--- src/rtl/cpu_pkg.sv ---
// Shared fetch-path types and constants for the RISC-V core front end.
package cpu_pkg;

  localparam logic [31:0] RESET_PC = 32'h0040_0000;
  localparam logic [31:0] ERR_WORD = 32'hDEAD_BEEF;

  typedef enum logic {
    FETCH = 1'b0,
    FAULT = 1'b1
  } fetch_state_t;

  typedef struct packed {
    logic [31:0] pc;
    logic [31:0] instr;
  } fetch_entry_t;

endpackage

--- src/rtl/fetch_fifo.sv ---
// Small fetch buffer toward decode; supports push and pop together when full.
module fetch_fifo
  import cpu_pkg::*;
#(
  parameter int DEPTH = 2
) (
  input  logic         clk,
  input  logic         rst_n,
  input  logic         push,
  input  logic         pop,
  input  logic         flush,
  input  fetch_entry_t wdata,
  output fetch_entry_t rdata,
  output logic         full,
  output logic         empty
);

  localparam int AW = (DEPTH > 1) ? $clog2(DEPTH) : 1;

  fetch_entry_t   mem [DEPTH];
  logic [AW-1:0]  wr_ptr;
  logic [AW-1:0]  rd_ptr;
  logic [AW:0]    count;

  assign full  = (count == (AW+1)'(DEPTH));
  assign empty = (count == '0);
  assign rdata = mem[rd_ptr];

  // Storage is cleared on reset so the head reads as zero before the first fetch.
  always_ff @(posedge clk or negedge rst_n) begin
    if (!rst_n) begin
      wr_ptr <= '0;
      rd_ptr <= '0;
      count  <= '0;
      for (int i = 0; i < DEPTH; i++) mem[i] <= '0;
    end else if (flush) begin
      wr_ptr <= '0;
      rd_ptr <= '0;
      count  <= '0;
    end else begin
      if (push) begin
        mem[wr_ptr] <= wdata;
        wr_ptr      <= wr_ptr + AW'(1);
      end
      if (pop) rd_ptr <= rd_ptr + AW'(1);
      case ({push, pop})
        2'b10:   count <= count + (AW+1)'(1);
        2'b01:   count <= count - (AW+1)'(1);
        default: count <= count;
      endcase
    end
  end

endmodule

--- src/rtl/fetch_ctrl.sv ---
// Instruction-fetch sequencer: owns the PC, fills the fetch buffer, handles redirects and fetch faults.
//   state | meaning
//   FETCH | fetching sequentially, pushing words into the buffer
//   FAULT | fetch halted (sentinel word or misaligned redirect), buffer drains only
module fetch_ctrl #(
  parameter logic [31:0] RESET_PC = cpu_pkg::RESET_PC,
  parameter logic [31:0] ERR_WORD = cpu_pkg::ERR_WORD,
  parameter int          DEPTH    = 2
) (
  input  logic        clk,
  input  logic        rst_n,
  output logic [31:0] imem_addr,
  input  logic [31:0] imem_rdata,
  input  logic        redirect_valid,
  input  logic [31:0] redirect_pc,
  output logic        instr_valid,
  input  logic        instr_ready,
  output logic [31:0] instr,
  output logic [31:0] instr_pc,
  output logic        fault,
  output logic [31:0] fault_pc
);

  import cpu_pkg::*;

  fetch_state_t state;
  logic [31:0]  pc;
  logic         full, empty;
  logic         pop, push, space, err_hit;
  fetch_entry_t head, wentry;

  assign pop     = !empty && instr_ready;
  assign space   = !full || pop;
  assign err_hit = (imem_rdata == ERR_WORD);
  assign push    = (state == FETCH) && !redirect_valid && space && !err_hit;

  assign wentry.pc    = pc;
  assign wentry.instr = imem_rdata;

  fetch_fifo #(.DEPTH(DEPTH)) u_fifo (
    .clk   (clk),
    .rst_n (rst_n),
    .push  (push),
    .pop   (pop),
    .flush (redirect_valid),
    .wdata (wentry),
    .rdata (head),
    .full  (full),
    .empty (empty)
  );

  assign imem_addr   = pc;
  assign instr_valid = !empty;
  assign instr       = head.instr;
  assign instr_pc    = head.pc;

  always_ff @(posedge clk or negedge rst_n) begin
    if (!rst_n) begin
      state    <= FETCH;
      pc       <= RESET_PC;
      fault    <= 1'b0;
      fault_pc <= '0;
    end else if (redirect_valid) begin
      pc <= redirect_pc;
      if (redirect_pc[1:0] != 2'b00) begin
        state    <= FAULT;
        fault    <= 1'b1;
        fault_pc <= redirect_pc;
      end else begin
        state    <= FETCH;
        fault    <= 1'b0;
        fault_pc <= '0;
      end
    end else begin
      case (state)
        FETCH: begin
          // The sentinel only faults when a push would otherwise have happened.
          if (space && err_hit) begin
            state    <= FAULT;
            fault    <= 1'b1;
            fault_pc <= pc;
          end else if (push) begin
            pc <= pc + 32'd4;
          end
        end
        default: begin
          state <= FAULT;
        end
      endcase
    end
  end

endmodule

--- config.mk ---
export PLATFORM = sky130hd
export DESIGN_NAME = fetch_ctrl
export DESIGN_NICKNAME = d
export VERILOG_FILES = /design/src/rtl/cpu_pkg.sv /design/src/rtl/fetch_fifo.sv /design/src/rtl/fetch_ctrl.sv
export SDC_FILE = /design/constraint.sdc
export NUM_CORES = 1
export LEC_CHECK = 0
export CAP_MARGIN = 20
export CORE_MARGIN = 10
export CORE_UTILIZATION = 47
export DETAILED_ROUTE_END_ITERATION = 10
export GPL_TIMING_DRIVEN = 0
export PLACE_DENSITY = 0.83
export REMOVE_ABC_BUFFERS = 1
export SLEW_MARGIN = 20
export SYNTH_ARGS = -nofsm -noshare
export SYNTH_HDL_FRONTEND = slang
export SYNTH_SLANG_ARGS = --single-unit
--- constraint.sdc ---
create_clock -name clk -period 2 [get_ports clk]
set_input_delay 0.3 -clock clk [delete_from_list [all_inputs] [get_ports clk]]
set_output_delay 0.3 -clock clk [all_outputs]
set_load 0.01 [all_outputs]
==> notes.md <==
impl run done, here's what came out: Critical Path End instr[6], layout cells sized above 1 0.482, DRT Pass-1 Iters 4, Leak 6.15 nW, final worst slack -0.102 ns, comb pwr 4.70 mW, final setup violation count 31, antenna cell count 0, Worst Reg2Reg Path Length in Cells 6, met1 Use GR 0.281, Largest Register u_fifo.mem, clock network area share 0.0397, Tap Cells 270, Hold Buf Count CTS 1, multi-input gates 479, CP arrival 1.80 ns, Combinational Power Share 0.340, failing checks setup timing, clock buf count 19, status finished, violations left, Skew-Pair Late Insertion Delay 0.44 ns
==> images/closeup.png <==
Window x 113 to 133, y 113 to 133 um. Cells in grey, sequential cells in the stronger grey; small squares are vias.
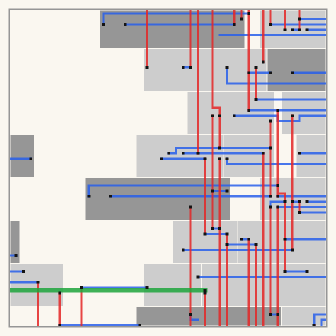
legend:
  red:
    layer: M2
  green:
    layer: M3
  blue:
    layer: M1
netlist names of flops here include: u_fifo.mem (2)
cells with their middle in the window: 14
sequential cells in the window: 2
most frequent: mux2_4 (4), clkbuf_16 (2), dfrtp_1 (2)

==> images/sizing.png <==
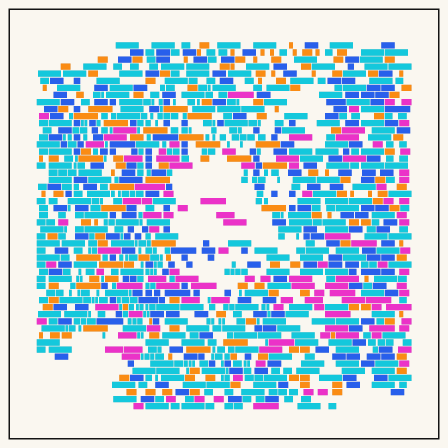
legend:
  magenta:
    size: x6 and larger
    cells: 109
    share: 11%
  cyan:
    size: x1 and smaller
    cells: 531
    share: 52%
  orange:
    size: x2
    cells: 157
    share: 15%
  blue:
    size: x3 and x4
    cells: 229
    share: 22%
final worst slack: -0.102 ns
count of plain and timing-repair buffers: 307
area grow syn2layout: 43.2%
finished layout cell area: 14100 um2

==> images/placed.png <==
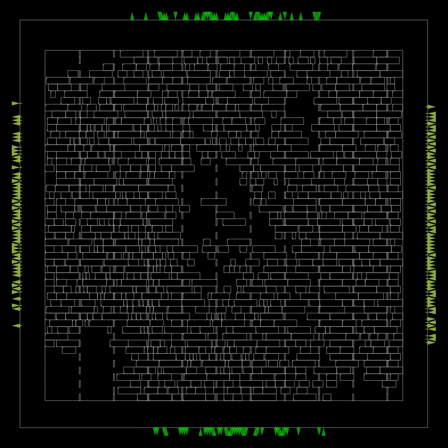
Seq area share: 0.354
non-filler cells in the finished layout: 1296
final core occ: 0.689
area of the core: 20400 um2

==> images/pinout.png <==
Bar = 50 um. Pins as bars across the die edge, other pins in grey.
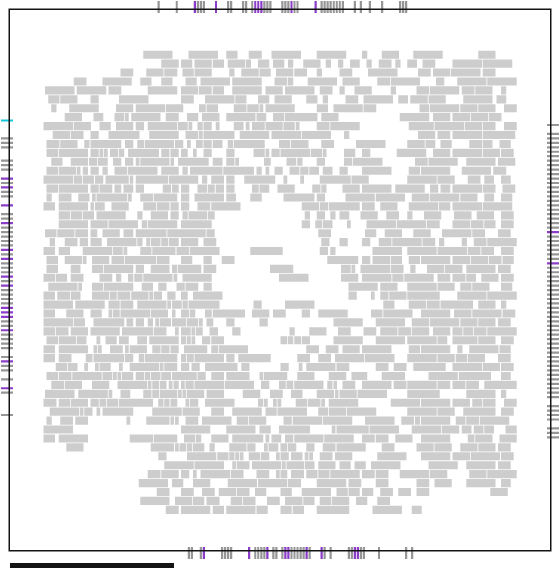
legend:
  cyan:
    port: clk
    pins: 1
    direction: input
    edge: left
  purple:
    port: redirect_pc
    pins: 32
    direction: input
    edge: 14 left, 9 bottom, 7 top, 2 right
all pins by edge: 68 right, 52 left, 40 top, 38 bottom
Port Buffers: 197
Die X-Extent: 165 um
die height: 165 um

==> images/util_map.png <==
The die is cut into 16 by 16 equal tiles; white is low, dark blue is high, 0 to 100% covered.
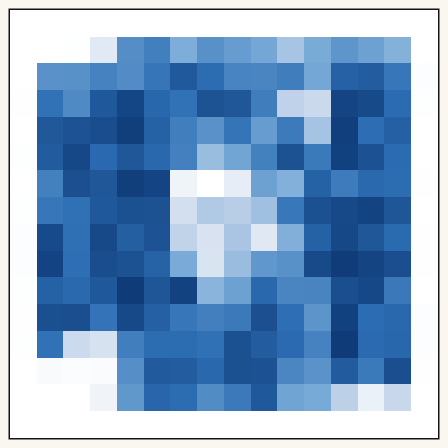
mean over tiles: 51%
fullest tile: 96%
tiles over 75% full: 37%
nearly empty tiles: 26%
emptiest ninth of the die: lower left

Power and IR drop assume default switching activity.
